## src/rtl/parity_frame_tx_if.sv

```systemverilog
// Nibble handshake between the producer (master) and the framing transmitter (slave).
interface parity_frame_tx_if;
    logic [3:0] data_in;
    logic       data_valid;
    logic       data_ready;

    modport master (output data_in, output data_valid, input data_ready);
    modport slave  (input data_in, input data_valid, output data_ready);
endinterface

```

## src/rtl/parity_frame_tx.sv

```systemverilog
// Accepts a nibble and serializes start, b0..b3 (LSB first), even parity and stop bit(s).
module parity_frame_tx #(
    parameter int unsigned CLKS_PER_BIT = 4,
    parameter int unsigned STOP_BITS    = 1
) (
    input  logic               clk,
    input  logic               rst_n,
    parity_frame_tx_if.slave   in_if,
    output logic               tx_out,
    output logic               busy,
    output logic               parity_out,
    output logic               frame_done
);

    typedef enum logic [2:0] {IDLE, START, DATA, PARITY, STOP} state_e;

    localparam logic [7:0] LAST_CNT  = 8'(CLKS_PER_BIT - 1);
    localparam logic       LAST_STOP = 1'(STOP_BITS - 1);

    state_e     state_q, state_d;
    logic [7:0] clk_cnt_q, clk_cnt_d;
    logic [1:0] bit_cnt_q, bit_cnt_d;
    logic       stop_cnt_q, stop_cnt_d;
    logic [3:0] shift_q, shift_d;
    logic       tx_q, tx_d;
    logic       ready_q, ready_d;
    logic       busy_q, busy_d;
    logic       parity_q, parity_d;
    logic       done_q, done_d;
    logic       bit_end;

    assign bit_end = (clk_cnt_q == LAST_CNT);

    always_comb begin
        state_d    = state_q;
        clk_cnt_d  = clk_cnt_q;
        bit_cnt_d  = bit_cnt_q;
        stop_cnt_d = stop_cnt_q;
        shift_d    = shift_q;
        tx_d       = tx_q;
        ready_d    = ready_q;
        busy_d     = busy_q;
        parity_d   = parity_q;
        done_d     = 1'b0;

        if (state_q != IDLE) begin
            clk_cnt_d = bit_end ? '0 : clk_cnt_q + 8'd1;
        end

        case (state_q)
            IDLE: begin
                if (in_if.data_valid && ready_q) begin
                    shift_d   = in_if.data_in;
                    parity_d  = ^in_if.data_in;
                    state_d   = START;
                    tx_d      = 1'b0;
                    busy_d    = 1'b1;
                    ready_d   = 1'b0;
                    clk_cnt_d = '0;
                    bit_cnt_d = '0;
                end
            end
            START: begin
                if (bit_end) begin
                    state_d = DATA;
                    tx_d    = shift_q[0];
                end
            end
            DATA: begin
                // Shift register keeps the next data bit at [1]; after b3 the parity bit follows.
                if (bit_end) begin
                    bit_cnt_d = bit_cnt_q + 2'd1;
                    if (bit_cnt_q == 2'd3) begin
                        state_d = PARITY;
                        tx_d    = parity_q;
                    end else begin
                        tx_d    = shift_q[1];
                        shift_d = shift_q >> 1;
                    end
                end
            end
            PARITY: begin
                if (bit_end) begin
                    state_d    = STOP;
                    tx_d       = 1'b1;
                    stop_cnt_d = '0;
                end
            end
            STOP: begin
                if (bit_end) begin
                    if (stop_cnt_q == LAST_STOP) begin
                        state_d    = IDLE;
                        busy_d     = 1'b0;
                        ready_d    = 1'b1;
                        done_d     = 1'b1;
                        stop_cnt_d = '0;
                    end else begin
                        stop_cnt_d = stop_cnt_q + 1'b1;
                    end
                end
            end
            default: state_d = IDLE;
        endcase
    end

    always_ff @(posedge clk or negedge rst_n) begin
        if (!rst_n) begin
            state_q    <= IDLE;
            clk_cnt_q  <= '0;
            bit_cnt_q  <= '0;
            stop_cnt_q <= '0;
            shift_q    <= '0;
            tx_q       <= 1'b1;
            ready_q    <= 1'b1;
            busy_q     <= 1'b0;
            parity_q   <= 1'b0;
            done_q     <= 1'b0;
        end else begin
            state_q    <= state_d;
            clk_cnt_q  <= clk_cnt_d;
            bit_cnt_q  <= bit_cnt_d;
            stop_cnt_q <= stop_cnt_d;
            shift_q    <= shift_d;
            tx_q       <= tx_d;
            ready_q    <= ready_d;
            busy_q     <= busy_d;
            parity_q   <= parity_d;
            done_q     <= done_d;
        end
    end

    assign in_if.data_ready = ready_q;
    assign tx_out           = tx_q;
    assign busy             = busy_q;
    assign parity_out       = parity_q;
    assign frame_done       = done_q;

endmodule

```

## src/flat_wrapper.sv

```systemverilog
// flat-port wrapper written by rule: the top's interface ports become plain ports
module parity_frame_tx_flat 
#(
    parameter int unsigned CLKS_PER_BIT = 4,
    parameter int unsigned STOP_BITS    = 1
)
  (clk, rst_n, tx_out, busy, parity_out, frame_done, in_if_data_in, in_if_data_valid, in_if_data_ready);
  parity_frame_tx_if in_if_i ();
  input  logic clk;
  input  logic rst_n;
  output logic tx_out;
  output logic busy;
  output logic parity_out;
  output logic frame_done;
  input wire logic [$bits(in_if_i.data_in)-1:0] in_if_data_in;
  input wire logic [$bits(in_if_i.data_valid)-1:0] in_if_data_valid;
  output wire logic [$bits(in_if_i.data_ready)-1:0] in_if_data_ready;
  assign in_if_i.data_in = in_if_data_in;
  assign in_if_i.data_valid = in_if_data_valid;
  assign in_if_data_ready = in_if_i.data_ready;
  parity_frame_tx #(.CLKS_PER_BIT(CLKS_PER_BIT), .STOP_BITS(STOP_BITS)) u_core (.clk(clk), .rst_n(rst_n), .in_if(in_if_i), .tx_out(tx_out), .busy(busy), .parity_out(parity_out), .frame_done(frame_done));
endmodule
```

## config.mk

```make
export PLATFORM = sky130hd
export DESIGN_NAME = parity_frame_tx_flat
export DESIGN_NICKNAME = d
export VERILOG_FILES = /design/src/rtl/parity_frame_tx_if.sv /design/src/rtl/parity_frame_tx.sv /design/src/flat_wrapper.sv
export SDC_FILE = /design/constraint.sdc
export NUM_CORES = 1
export LEC_CHECK = 0
export ABC_CLOCK_PERIOD_IN_PS = 1800
export CAP_MARGIN = 20
export CORE_ASPECT_RATIO = 0.5
export CORE_MARGIN = 3
export CORE_UTILIZATION = 30
export DETAILED_ROUTE_END_ITERATION = 8
export PLACE_DENSITY_LB_ADDON = 0.15
export SYNTH_ARGS = -nofsm -noshare
export SYNTH_HDL_FRONTEND = slang
export SYNTH_SLANG_ARGS = --single-unit
export TNS_END_PERCENT = 50
```

## constraint.sdc

```tcl
create_clock -name clk -period 1.8 [get_ports clk]
set_clock_uncertainty 0.1 [all_clocks]
set_input_delay 0.36 -clock clk [delete_from_list [all_inputs] [get_ports clk]]
set_output_delay 0.36 -clock clk [all_outputs]
set_load 0.02 [all_outputs]
```

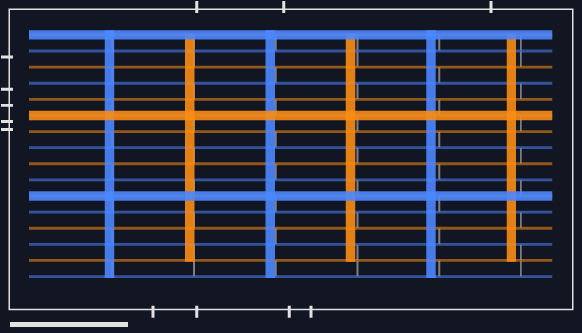
run_1/pdn.png
The bar under the picture is 20 µm long. Pins as bars on the die edge. Tap cells in grey.
Key: orange = VDD; blue = VSS
51 tap cells. 12 signal pins sit on the boundary. The core has 15 rows. 16 met1 rails follow the rows.

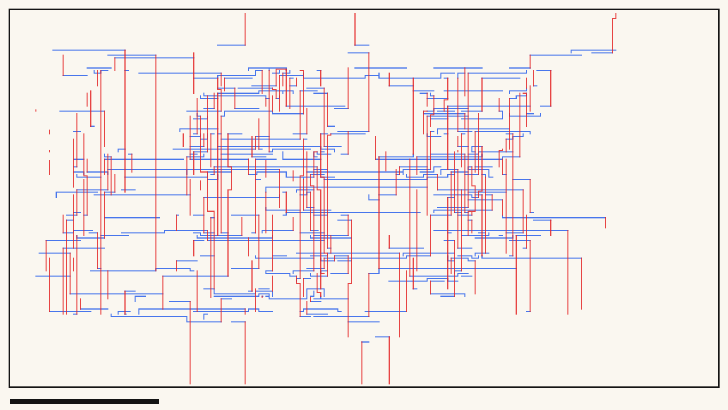
run_1/metal_stack.png
The bar under the picture is 20 µm long. Only two layers are drawn.
Key: blue = met1 [wire length 1310 µm]; red = met2 [wire length 1190 µm]
GRT Overall Usage: 12.4%
total wire length after detailed routing: 2620 µm

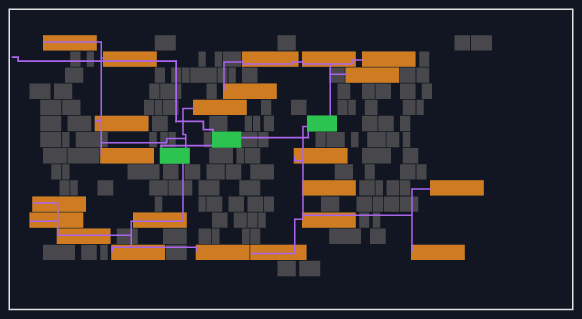
run_1/clock_map.png
Key: green = cells driving clock nets [count 3]; orange = flip-flops [count 22]; purple = clock wires [length 314 µm]
There are 4 routed clock nets.
clock network power: 317 µW
fraction of power consumed by the clock network: 37.2%
Worst-Skew Late Latency: 0.26 ns

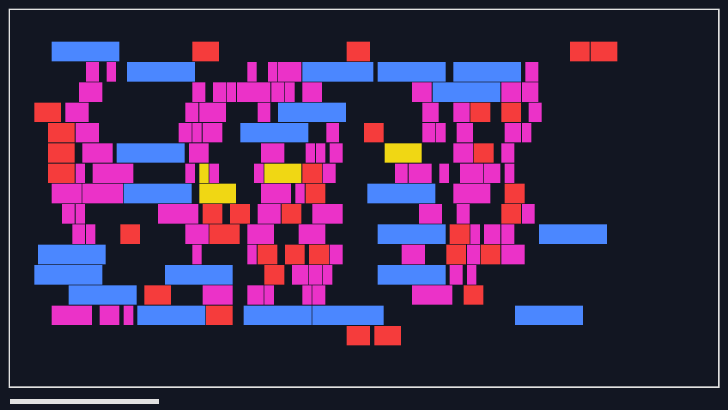
run_1/cell_classes.png
The bar under the picture is 20 µm long.
Key: yellow = clock drivers and dummy loads [cells 4, share of their area 3.0%]; red = other buffers and delay cells [cells 33, share of their area 18%]; magenta = all other logic [cells 95, share of their area 42%]; blue = flip-flops [cells 22, share of their area 37%]
share of the core filled with cells in the final layout: 43.5%
standard-cell rows: 15
core region area: 3600 µm²
Finished Cell Area: 1570 µm²

==> reports/results.tsv, run 1 <==
metric	value	unit
number of pins exceeding their max-slew limit in the final report	0	
final-stage net count	164	
placed cell areas	1510	µm²
TritonCTS clock tree	built	
Fmax achieved	0.538	GHz
buffer cell driving the clock tree root	clkbuf_8	
clock buffer depth	2	
number of distinct library cell variants in the gate-level netlist after synthesis	41	
CP max-delay cell	or4b_4	
CP Class	reg2reg	
Worst Path Max Fanout	4	
number of DRC markers in iteration 0	19	
worst vdd ir	0.250	mV
crit path time final	1.86	ns
post-synthesis instance area	1180	µm²
worst setup margin	-0.0593	ns
count of pins on the block boundary	12	
relative slew slack	74.6	%
CTS H-Tree Depth	1	
Yosys Instances	122	
leftover overflow at the end of global routing	0	
Hold Crit Class	in2async	
grt met2 use	20.5	%
flip-flop and latch area	553	µm²
dominant delay contributor by cell family on the critical path	simple AND/OR/NAND/NOR gates	
Top cells excl fill/tap	buf_4, dfrtp_1, nand2_1, o21ai_0	
RR Endpoint	u_core.shift_q[2]$_DFFE_PN0P_	
met1 layer usage reported by global route	16.4	%
CTS hold repair buffers	0	
count of antenna diodes in the layout	0	
number of inserted filler cells in the final layout	382	
violations in the final reports	negative setup slack	
Worst Setup End Kind	flip-flop	
largest stage delay on the critical path	0.50	ns
height of the die	50.4	µm
Critical Path Source Type	flip-flop	
number of global-route vias before repair	995	
unrepaired setup endpoints after global routing	yes	
summed standard-cell area reported by yosys	1180	µm²
router iterations before antenna repair	4	
Multi-input gate area	613	µm²
Required @ worst endpoint	1.85	ns
dpl ws	-0.0669	ns
run status	finished with violations	
reg2reg setup slack	-0.06	ns
part of the cycle the worst path needs	103	%
reg-to-reg startpoint	u_core.clk_cnt_q[1]$_DFF_PN0_	
vias per inst	4.87	
Mapped Nets	131	
initial antenna violation count	0	
global routing usage on met3	3.59	%
global-route wire length before repair	4590	µm
Worst Max-Slew Pin Slew	0.379	ns
synthesized instance count	122	
routing layer with the top usage in global route	met2	
number of routed nets with antenna violations	0	
post-layout power	851	µW
signed area change from the synthesized netlist to the final layout	32.2	%
Via Count	999	
most common library cell in the layout ignoring fill and taps	buf_4	
OpenROAD warning count	29	
routed length per instance	12.8	µm
total die size	4790	µm²
clock slew at reported path FFs	0.08	ns
Die X-Extent	94.9	µm
number of cells on the worst reg-to-reg path	5	
number of CTS-inserted buffers	3	
core utilization at floorplan	32.9	%
pin count of the biggest net entering global routing	23	
buffers plus inverters on the worst setup path	0	
CTS sink count	22	
count of port buffers added during placement	11	
count of state elements after synthesis	22	
yosys synthesis warning count	0	
total power divided by cell area	543	nW/µm²
Worst Hold Margin	0.350	ns
syn avg cell area	9.71	µm²
placer congestion estimate	0.756	
CP cell instances	ha_2 > or4b_4 > nor2_4 > a21o_4 > mux2_4	
layout cell share with drive strength beyond 1	25.3	%
Maximum Capacitance Violations	0	
Finish-stage setup viols	5	
arrival time at the worst endpoint	1.91	ns
sequential element share of the synthesized area	46.7	%
residual DRC count	0	
leakage power	0.000662	µW
number of endpoints with negative hold slack in the final report	0	
Detail Placement HPWL	2030	µm
[run 1: cells in the mapped netlist, drive strengths merged]
cell type  count  share of area (%)
a22o           1               0.74
o21ai         13                5.8
or3            3                1.6
mux2           5                4.8
nor3b          1               0.63
buf            3                1.8
xor2           1               0.74
xnor2          5                3.7
dfstp          2                4.4
and4b          1               0.84
a41oi          1               0.74
a21oi          7                3.0
clkbuf         2               0.63
nor4           1               0.53
o211ai         3                1.9
nor3           3                1.7
nand2         14                4.4
mux2i          1               0.84
or3b           1               0.74
nand3          4                1.7
o21bai         1               0.63
o32ai          1               0.74
nand2b         1               0.53
inv            4                1.3
or4b           1                1.2
a2111o         1               0.95
ha             2                2.1
dfrtp         20                 42
nor2          10                3.8
nand4          1               0.53
nor2b          1               0.53
and3           2                1.1
a21o           3                2.0
o22ai          1               0.53
o221ai         1               0.74
[run 1: layout make-up]
cell class	instances	area share, %
Multi-Input combinational cell	91	39.1
Sequential cell	22	35.3
Timing Repair Buffer	33	17.7
Tap cell	51	4.07
Clock buffer	4	2.88
Inverter	4	0.958
[run 1: how the worst max path moves through the flow]
stage	startpoint	endpoint	slack, ns	depth (start not counted)
2_1_floorplan	u_core.clk_cnt_q[0]$_DFF_PN0_	u_core.shift_q[0]$_DFFE_PN0P_	-0.04	5
3_3_place_gp	in_if_data_valid	u_core.bit_cnt_q[1]$_DFFE_PN0P_	-0.03	4
3_5_place_dp	in_if_data_valid	u_core.bit_cnt_q[1]$_DFFE_PN0P_	-0.07	4
4_1_cts	u_core.clk_cnt_q[1]$_DFF_PN0_	u_core.shift_q[2]$_DFFE_PN0P_	-0.06	5
5_1_grt	u_core.clk_cnt_q[0]$_DFF_PN0_	u_core.shift_q[2]$_DFFE_PN0P_	-0.11	5
6_report	u_core.clk_cnt_q[1]$_DFF_PN0_	u_core.shift_q[2]$_DFFE_PN0P_	-0.06	5
[run 1: through the flow]
step                util, %  setup TNS, ns  cells
detailed placement     41.8         -0.262    200
finish                 43.5         -0.183    205
global placement       41.8        -0.0839    200
global route           43.5         -0.800    205
floorplan                 -         -0.108    122
CTS                    43.2         -0.196    205
[run 1: what timing repair did]
item | CTS | global route
buffers inserted | 1 | 0
setup endpoints to repair | 7 | 15
resized | 2 | 2
pin swaps | 0 | 2
[run 1: cell families (layout without fill, tap and decap cells)]
family / Yosys count / after routing / synth area share, %
flops: 22 / 22 / 46.7
xor+xnor: 6 / 6 / 4.44
compound gates: 33 / 33 / 17.7
simple gates: 44 / 44 / 19.7
buf+inv: 9 / 41 / 3.70
fa+ha+maj: 2 / 2 / 2.11
mux: 6 / 6 / 5.60
[run 1: report_power, final]
group	switching, µW	internal, µW
logic	18.2	22.1
registers	0	494
clock network	159	158
total	177	674
[run 1: registers in the layout, indices dropped and copies added, names as in the netlist, 2 cells and up]
| signal | cells |
|---|---|
| u_core.state_q | 3 |
| u_core.shift_q | 4 |
| u_core.bit_cnt_q | 2 |
| u_core.clk_cnt_q | 8 |
[run 1: routing by layer]
metal  share of wire, %  up-vias
li1                   -      502
met1                 50      481
met3                3.7        2
met5                  0        -
met4               0.38        0
met2                 46       14
==> inputs of run 2 (changes only) <==
--- a/config.mk
+++ b/config.mk
@@ -10,6 +10,7 @@
 export CORE_ASPECT_RATIO = 0.5
 export CORE_MARGIN = 3
 export CORE_UTILIZATION = 30
+export CTS_BUF_LIST = sky130_fd_sc_hd__clkbuf_2 sky130_fd_sc_hd__clkbuf_4 sky130_fd_sc_hd__clkbuf_8
 export DETAILED_ROUTE_END_ITERATION = 8
 export PLACE_DENSITY_LB_ADDON = 0.15
 export SYNTH_ARGS = -nofsm -noshare
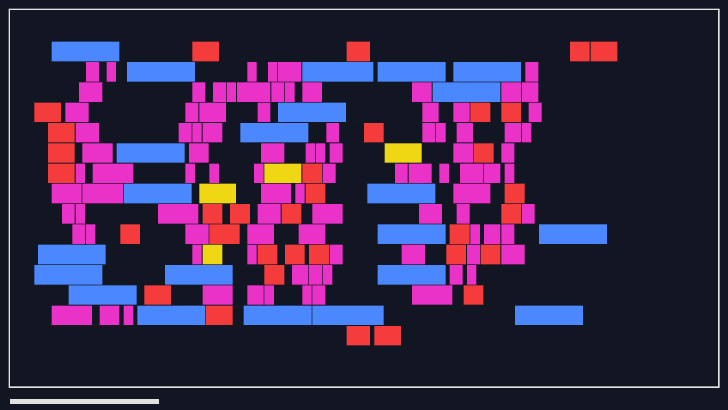
run_2/cell_classes.png
The bar under the picture is 20 µm long.
Key: blue = flip-flops [cells 22, share of their area 37%]; yellow = clock drivers and dummy loads [cells 4, share of their area 3.2%]; magenta = all other logic [cells 95, share of their area 42%]; red = other buffers and delay cells [cells 33, share of their area 18%]

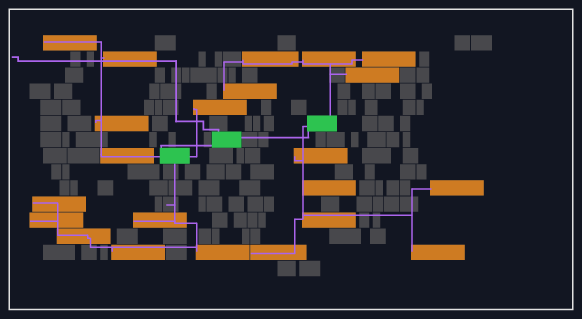
run_2/clock_map.png
Key: purple = clock wires [length 317 µm]; orange = flip-flops [count 22]; green = cells driving clock nets [count 3]
There are 4 routed clock nets.
clock network power: 335 µW
fraction of power consumed by the clock network: 38.5%

==> run 2 against run 1 <==
Compared with the run above:
- the flow still finishes with violations (negative setup slack)
- synthesized cell count unchanged
- routed wire length rose by 0.50%
- global-route usage unchanged
- worst hold slack worse by 0.0012 ns
- sequential share of layout area decreased by 0.085 points
- final area up 0.24%
- utilization rose by 0.10 points
- combinational power hardly changed
- register-to-register slack about the same
- largest cell class unchanged
==> reports/results.tsv, run 2 <==
metric	value	unit	change
run status	finished with violations		
violations in the final reports	negative setup slack		
pin count of the biggest net entering global routing	23		unchanged
Multi-input gate area	613	µm²	unchanged
GRT Overall Usage	12.4	%	unchanged
worst setup margin	-0.0584	ns	+0.000964 ns
count of port buffers added during placement	11		unchanged
Critical Path Source Type	flip-flop		
TritonCTS clock tree	built		
most common library cell in the layout ignoring fill and taps	buf_4		
fraction of synthesized cell area taken by the top area cell type	42.2	%	unchanged
CP Class	reg2reg		
count of state elements after synthesis	22		unchanged
cell types with the highest counts after synthesis	dfrtp_1, nand2_1, o21ai_0		
Maximum Capacitance Violations	0		unchanged
routed length per instance	12.8	µm	+0.50%
unrepaired setup endpoints after global routing	yes		
synthesized instance count	122		unchanged
Finish-stage setup viols	4		-1
CP max-delay cell	or4b_4		
CTS hold repair buffers	0		unchanged
share of the core filled with cells in the final layout	43.6	%	+0.10 points
total wire length after detailed routing	2630	µm	+0.50%
clock buffer depth	2		unchanged
count of library flops with an enable pin	0		unchanged
number of cells on the critical path	5		unchanged
aoi share	17.7	%	unchanged
count of pins on the block boundary	12		unchanged
xor-xnor portion of the synthesized cell area	4.44	%	unchanged
relative slew slack	74.4	%	-0.21 points
Yosys Instances	122		unchanged
global-route wire length before repair	4580	µm	-0.15%
layout cell share with drive strength beyond 1	26.0	%	+0.65 points
CP cell instances	ha_2 > or4b_4 > nor2_4 > a21o_4 > mux2_4		
syn avg cell area	9.71	µm²	unchanged
switching power summed over all nets	180	µW	+1.4%
total negative slack for setup checks	-0.179	ns	+0.00409 ns
internal portion of total power	689	µW	+2.3%
sequential element share of the synthesized area	46.7	%	unchanged
vias per inst	4.89		+0.40%
router iterations before antenna repair	4		unchanged
simple share	19.7	%	unchanged
Worst Max-Slew Pin Slew	0.382	ns	+0.00316 ns
crit path time final	1.86	ns	-0.000964 ns
Mapped Nets	131		unchanged
final-stage net count	164		unchanged
number of cells on the worst reg-to-reg path	5		unchanged
leftover overflow at the end of global routing	0		unchanged
Hold Crit Class	in2async		
Largest register FFs	8		unchanged
Top cells excl fill/tap	buf_4, dfrtp_1, nand2_1, o21ai_0		
number of DRC markers in iteration 0	21		+2
placer congestion estimate	0.756		unchanged
residual DRC count	0		unchanged
Largest Register	u_core.clk_cnt_q		
buffers plus inverters on the worst setup path	0		unchanged
Detail Placement HPWL	2030	µm	unchanged
# placed instances	200		unchanged
Required @ worst endpoint	1.85	ns	about the same
initial antenna violation count	0		unchanged
leading cell types by total area after synthesis	dfrtp_1, mux2_2, dfstp_2, nand2_1, o21ai_0		
Via Count	1003		+0.40%
worst vdd ir	0.253	mV	+1.1%
arrival time at the worst endpoint	1.91	ns	about the same
Dominant flop cell	dfrtp_1		
count of antenna diodes in the layout	0		unchanged
number of global-route vias before repair	992		-0.30%
Non-Filler Instances	205		unchanged
number of inserted filler cells in the final layout	382		unchanged
post-synthesis instance area	1180	µm²	unchanged
flip-flop and latch area	553	µm²	unchanged
most frequent cell after synthesis	dfrtp_1		
proportion of register bits with asynchronous set or reset after synthesis	100	%	unchanged
FA/HA/MAJ Cells, Area Fraction	2.11	%	unchanged
OpenROAD warning count	29		unchanged
part of the cycle the worst path needs	103	%	about the same
registers with the highest flip-flop counts	u_core.clk_cnt_q (8), u_core.shift_q (4), u_core.state_q (3)		
number of CTS-inserted buffers	3		unchanged
core region area	3600	µm²	unchanged
core utilization at floorplan	32.9	%	unchanged
number of pins exceeding their max-slew limit in the final report	0		unchanged
number of distinct library cell variants in the gate-level netlist after synthesis	41		unchanged
leakage power	0.000665	µW	+0.52%
clock slew at reported path FFs	0.08	ns	about the same
Fmax achieved	0.538	GHz	about the same
switching power as a share of total power	20.7	%	-0.14 points
summed standard-cell area reported by yosys	1180	µm²	unchanged
yosys synthesis warning count	0		unchanged
Worst Path Max Fanout	4		unchanged
signed area change from the synthesized netlist to the final layout	32.5	%	
number of routed nets with antenna violations	0		unchanged
Worst-Skew Late Latency	0.26	ns	about the same
fraction of power consumed by sequential logic	56.8	%	-1.2 points
buffer cell driving the clock tree root	clkbuf_8		
Multiplexer share	5.60	%	unchanged
CTS sink count	22		unchanged
combinational power share	4.6	%	about the same
number of endpoints with negative hold slack in the final report	0		unchanged
standard-cell rows	15		unchanged
CTS H-Tree Depth	1		unchanged
total die size	4790	µm²	unchanged
Worst Setup End Kind	flip-flop		
biggest combinational cell group after synthesis	simple AND/OR/NAND/NOR gates		
cell type with the largest total area	dfrtp_1		
total power divided by cell area	553	nW/µm²	+1.8%
dominant delay contributor by cell family on the critical path	simple AND/OR/NAND/NOR gates		
largest stage delay on the critical path	0.50	ns	about the same
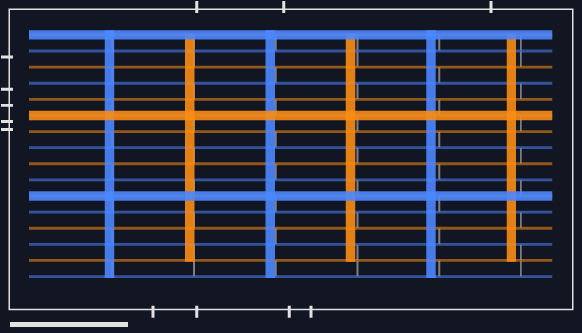
run_2/pdn.png
The bar under the picture is 20 µm long. Pins as bars on the die edge. Tap cells in grey.
Key: orange = VDD; blue = VSS
51 tap cells. The core has 15 rows. 3 straps on met5. 12 signal pins sit on the boundary. 16 met1 rails follow the rows.
Die X-Extent: 94.9 µm
height of the die: 50.4 µm

==> run 2: cell counts in the layout (fill, tap and decap cells not counted) <==
Identical to the previous run, type by type.
==> run 2: path summary, 6_finish.rpt <==
kind                                          startpoint                                   to  slack (ns)
max in group asynchronous                          rst_n  u_core.in_if.data_ready$_DFFE_PN1P_        0.97
hold / removal                                     rst_n        u_core.state_q[0]$_DFFE_PN0P_        0.35
hold reg to reg            u_core.clk_cnt_q[7]$_DFF_PN0_        u_core.clk_cnt_q[7]$_DFF_PN0_        0.40
setup reg to reg           u_core.clk_cnt_q[1]$_DFF_PN0_        u_core.shift_q[2]$_DFFE_PN0P_       -0.06
setup / recovery           u_core.clk_cnt_q[1]$_DFF_PN0_        u_core.shift_q[2]$_DFFE_PN0P_       -0.06
min in group clk           u_core.clk_cnt_q[7]$_DFF_PN0_        u_core.clk_cnt_q[7]$_DFF_PN0_        0.40
==> run 2: cell type report <==
cell class	instances	area share (%)
flip-flops and latches	22	35.2
clock buffers	4	3.11
repair buffers	33	17.6
multi-input cells	91	39.0
inverters	4	0.956
well taps	51	4.06
==> run 2: power groups by stage <==
stage	sequential [µW]	combinational [µW]	clock (µW)
2_1_floorplan	504	11.4	0
3_3_place_gp	504	41.5	0
3_5_place_dp	504	41.8	0
4_1_cts	494	42.1	346
5_1_grt	494	45.1	373
6_report	494	40.3	335
==> run 2: layer usage <==
layer | up-vias | global-route usage [%] | part of all wire, %
li1 | 504 | - | -
met1 | 483 | 16.4 | 50
met2 | 14 | 20.5 | 46
met3 | 2 | 3.59 | 3.6
met4 | 0 | 2.15 | 0.38
met5 | - | 0 | 0
==> run 2: cells by family after synthesis <==
kind of cell	count (synthesis)
buf+inv	9
xor+xnor	6
simple gates	44
flops	22
mux	6
compound gates	33
fa+ha+maj	2
==> run 2: stage by stage <==
stage | power (µW) | cell area (µm²) | hold slack [ns] | worst slack, ns
2_1_floorplan | 515 | 1200 | -0.0356 | -0.0361
3_3_place_gp | 545 | 1510 | 0.389 | -0.0305
3_5_place_dp | 545 | 1510 | 0.394 | -0.0669
4_1_cts | 882 | 1560 | 0.361 | -0.0572
5_1_grt | 912 | 1570 | 0.374 | -0.114
6_report | 869 | 1570 | 0.349 | -0.0584
==> run 2: timing repair <==
item,in CTS,in global routing
pin swaps,0,2
setup buffers,1,0
endpoints found under the setup margin,7,15
gates resized,2,2
run_2/metal_stack.png
The bar under the picture is 20 µm long. Only two layers are drawn.
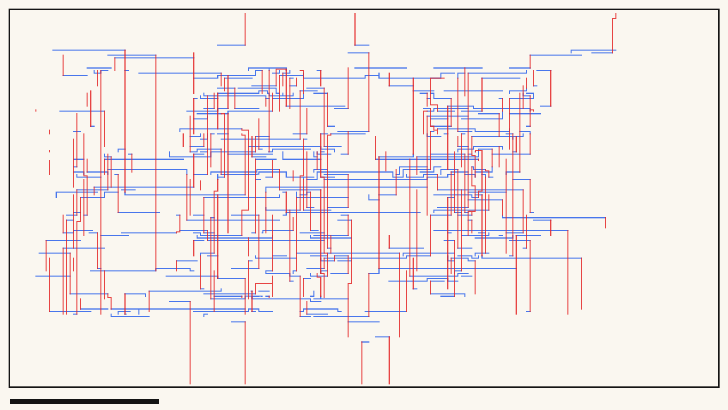

==> inputs of run 3 (changes only) <==
--- a/config.mk
+++ b/config.mk
@@ -11,8 +11,10 @@
 export CORE_MARGIN = 3
 export CORE_UTILIZATION = 30
 export CTS_BUF_LIST = sky130_fd_sc_hd__clkbuf_2 sky130_fd_sc_hd__clkbuf_4 sky130_fd_sc_hd__clkbuf_8
+export CTS_CLUSTER_SIZE = 24
 export DETAILED_ROUTE_END_ITERATION = 8
 export PLACE_DENSITY_LB_ADDON = 0.15
+export REMOVE_ABC_BUFFERS = 1
 export SYNTH_ARGS = -nofsm -noshare
 export SYNTH_HDL_FRONTEND = slang
 export SYNTH_SLANG_ARGS = --single-unit
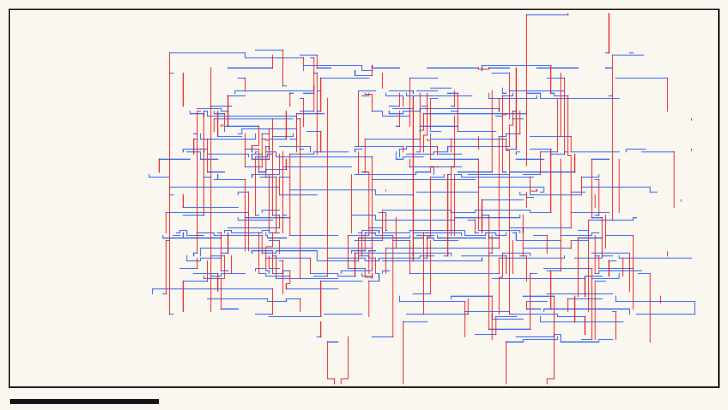
run_3/metal_stack.png
The bar under the picture is 20 µm long. Only two layers are drawn.
Key: blue = met1 [wire length 1440 µm]; red = met2 [wire length 1150 µm]
GRT Overall Usage: 12.3%
Via Count: 971
routed length per instance: 12.9 µm
total wire length after detailed routing: 2630 µm

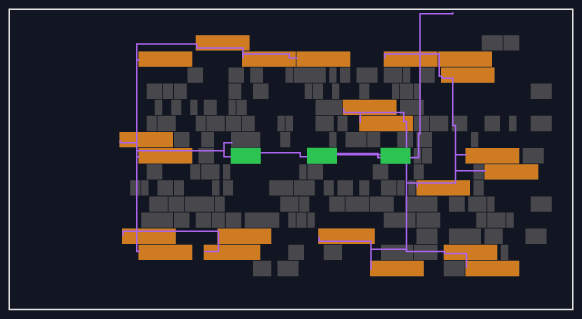
run_3/clock_map.png
Key: green = cells driving clock nets [count 3]; purple = clock wires [length 311 µm]; orange = flip-flops [count 22]
There are 4 routed clock nets.

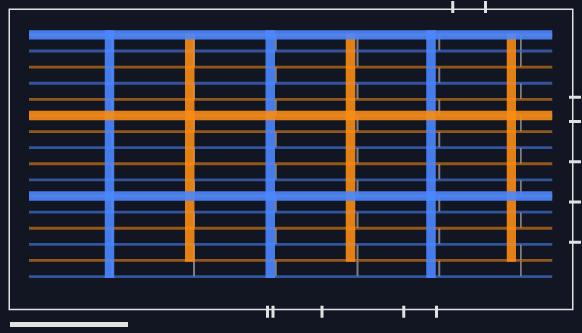
run_3/pdn.png
The bar under the picture is 20 µm long. Pins as bars on the die edge. Tap cells in grey.
Key: orange = VDD; blue = VSS
The core has 15 rows. 12 signal pins sit on the boundary. 3 straps on met5.

==> run 3 against run 2 <==
Compared with the run above:
- critical path depth unchanged
- sequential share of layout area down 0.36 points
- largest cell class unchanged
- critical path type unchanged
- clock-buffer cell count did not move
- via count is 3.2% lower
- final area grew 1.0%
- largest power group unchanged
- the run still ends with negative setup slack left
==> reports/results.tsv, run 3 <==
metric	value	unit	change
run status	finished with violations		
violations in the final reports	negative setup slack		
syn avg cell area	9.71	µm²	unchanged
clock slew at reported path FFs	0.08	ns	about the same
CTS sink count	22		unchanged
synthesized instance count	122		unchanged
most frequent cell after synthesis	dfrtp_1		
Detail Placement HPWL	1900	µm	-6.4%
Multi-input gate area	631	µm²	+2.9%
Non-Filler Instances	204		-0.49%
registers with the highest flip-flop counts	u_core.clk_cnt_q (8), u_core.shift_q (4), u_core.state_q (3)		
post-synthesis instance area	1180	µm²	unchanged
CP max-delay cell	or4b_4		
proportion of register bits with asynchronous set or reset after synthesis	100	%	unchanged
Largest register FFs	8		unchanged
largest stage delay on the critical path	0.51	ns	about the same
count of library flops with an enable pin	0		unchanged
number of endpoints with negative hold slack in the final report	0		unchanged
number of DRC markers in iteration 0	34		+62%
dominant delay contributor by cell family on the critical path	simple AND/OR/NAND/NOR gates		
Dominant flop cell	dfrtp_1		
initial antenna violation count	0		unchanged
CP Class	reg2reg		
sequential element share of the synthesized area	46.7	%	unchanged
Worst-Skew Late Latency	0.26	ns	about the same
placer congestion estimate	0.773		+2.2%
total power divided by cell area	563	nW/µm²	+1.7%
Multiplexer share	5.60	%	unchanged
number of global-route vias before repair	920		-7.3%
worst setup margin	-0.0458	ns	+0.0125 ns
fraction of synthesized cell area taken by the top area cell type	42.2	%	unchanged
core region area	3600	µm²	unchanged
Maximum Capacitance Violations	0		unchanged
simple share	19.7	%	unchanged
final-stage net count	163		-0.61%
global-route wire length before repair	4550	µm	-0.74%
crit path time final	1.85	ns	-0.0125 ns
Yosys Instances	122		unchanged
height of the die	50.4	µm	unchanged
relative slew slack	77.4	%	+3.1 points
vias per inst	4.76		-2.7%
buffer cell driving the clock tree root	clkbuf_8		
combinational power share	4.4	%	-0.2 points
standard-cell rows	15		unchanged
router iterations before antenna repair	4		unchanged
routed length on met1	1440	µm	+8.6%
clock buffer depth	2		unchanged
fraction of power consumed by the clock network	40.3	%	+1.8 points
signed area change from the synthesized netlist to the final layout	33.9	%	
TritonCTS clock tree	built		
layout cell share with drive strength beyond 1	26.8	%	+0.82 points
Worst Path Max Fanout	4		unchanged
OpenROAD warning count	27		-6.9%
Finish-stage setup viols	4		unchanged
Critical Path Source Type	flip-flop		
Largest Register	u_core.clk_cnt_q		
total die size	4790	µm²	unchanged
Required @ worst endpoint	1.85	ns	about the same
leakage power	0.000664	µW	-0.26%
count of pins on the block boundary	12		unchanged
CTS H-Tree Depth	1		unchanged
cell type with the largest total area	dfrtp_1		
FA/HA/MAJ Cells, Area Fraction	2.11	%	unchanged
length of routed met2 wiring	1150	µm	-4.2%
CTS hold repair buffers	0		unchanged
arrival time at the worst endpoint	1.90	ns	about the same
count of state elements after synthesis	22		unchanged
leading cell types by total area after synthesis	dfrtp_1, mux2_2, dfstp_2, nand2_1, o21ai_0		
placed cell areas	1490	µm²	-1.3%
flip-flop and latch area	553	µm²	unchanged
residual DRC count	0		unchanged
Die X-Extent	94.9	µm	unchanged
reg-to-reg startpoint	u_core.clk_cnt_q[1]$_DFF_PN0_		
number of distinct library cell variants in the gate-level netlist after synthesis	41		unchanged
number of pins exceeding their max-slew limit in the final report	0		unchanged
fraction of power consumed by sequential logic	55.3	%	-1.5 points
==> run 3: path summary, 6_finish.rpt <==
check                                                            to  slack (ns)  cells after the start
worst min register to register        u_core.clk_cnt_q[7]$_DFF_PN0_        0.41                      1
worst max-delay path                  u_core.shift_q[1]$_DFFE_PN0P_       -0.05                      5
worst min-delay path                  u_core.state_q[1]$_DFFE_PN0P_        0.34                      2
worst max register to register        u_core.shift_q[1]$_DFFE_PN0P_       -0.05                      5
min in group clk                      u_core.clk_cnt_q[7]$_DFF_PN0_        0.41                      1
max in group asynchronous       u_core.in_if.data_ready$_DFFE_PN1P_        0.98                      2
==> run 3: routing by layer <==
metal | up-vias | track usage [%]
met3 | 0 | 3.14
li1 | 502 | -
met4 | 0 | 2.15
met5 | - | 0
met2 | 7 | 18.3
met1 | 462 | 18.0
==> run 3: cell families (layout without fill, tap and decap cells) <==
kind of cell	Yosys count	in the layout
xor gates and xnor gates	6	6
muxes	6	6
and+or+nand+nor	44	44
adders and majority gates	2	2
DFF	22	22
AOI/OAI and AO/OA	33	33
buffers and inverters	9	40
==> run 3: worst register-to-register path: cells and delay by family, from the launching register on <==
kind | cells | cell delay, ns
simple gates | 2 | 0.64
flops | 1 | 0.37
mux | 1 | 0.29
fa+ha+maj | 1 | 0.18
compound gates | 1 | 0.16
==> run 3: cell type report <==
type,count,area share [%]
repair buffers,32,17.0
well taps,51,4.02
multi-input cells,91,39.7
clock buffers,4,3.47
inverters,4,0.946
flip-flops and latches,22,34.9
==> run 3: stage by stage <==
stage | worst slack [ns] | power [µW] | setup TNS (ns)
final | -0.0458 | 893 | -0.154
after global routing | -0.102 | 934 | -0.605
after detailed placement | -0.0578 | 543 | -0.261
after CTS | -0.0524 | 903 | -0.191
after global placement | -0.0397 | 544 | -0.152
after floorplan | -0.216 | 515 | -0.647
==> run 3: power by group through the flow <==
stage | sequential [µW] | clock, µW | combinational (µW)
final | 494 | 360 | 39.6
after global routing | 494 | 397 | 43.9
after CTS | 494 | 368 | 40.3
after detailed placement | 504 | 0 | 39.8
after global placement | 504 | 0 | 40.0
after floorplan | 504 | 0 | 11.2
==> run 3: timing repair <==
action | 4_1_cts | 5_1_grt
pin swaps | 3 | 4
gates resized | 9 | 3
setup endpoints to repair | 9 | 13
buffers inserted | 0 | 0
gates cloned | 0 | 0
Power figures rest on the tool's default switching activity, not on a simulated workload.
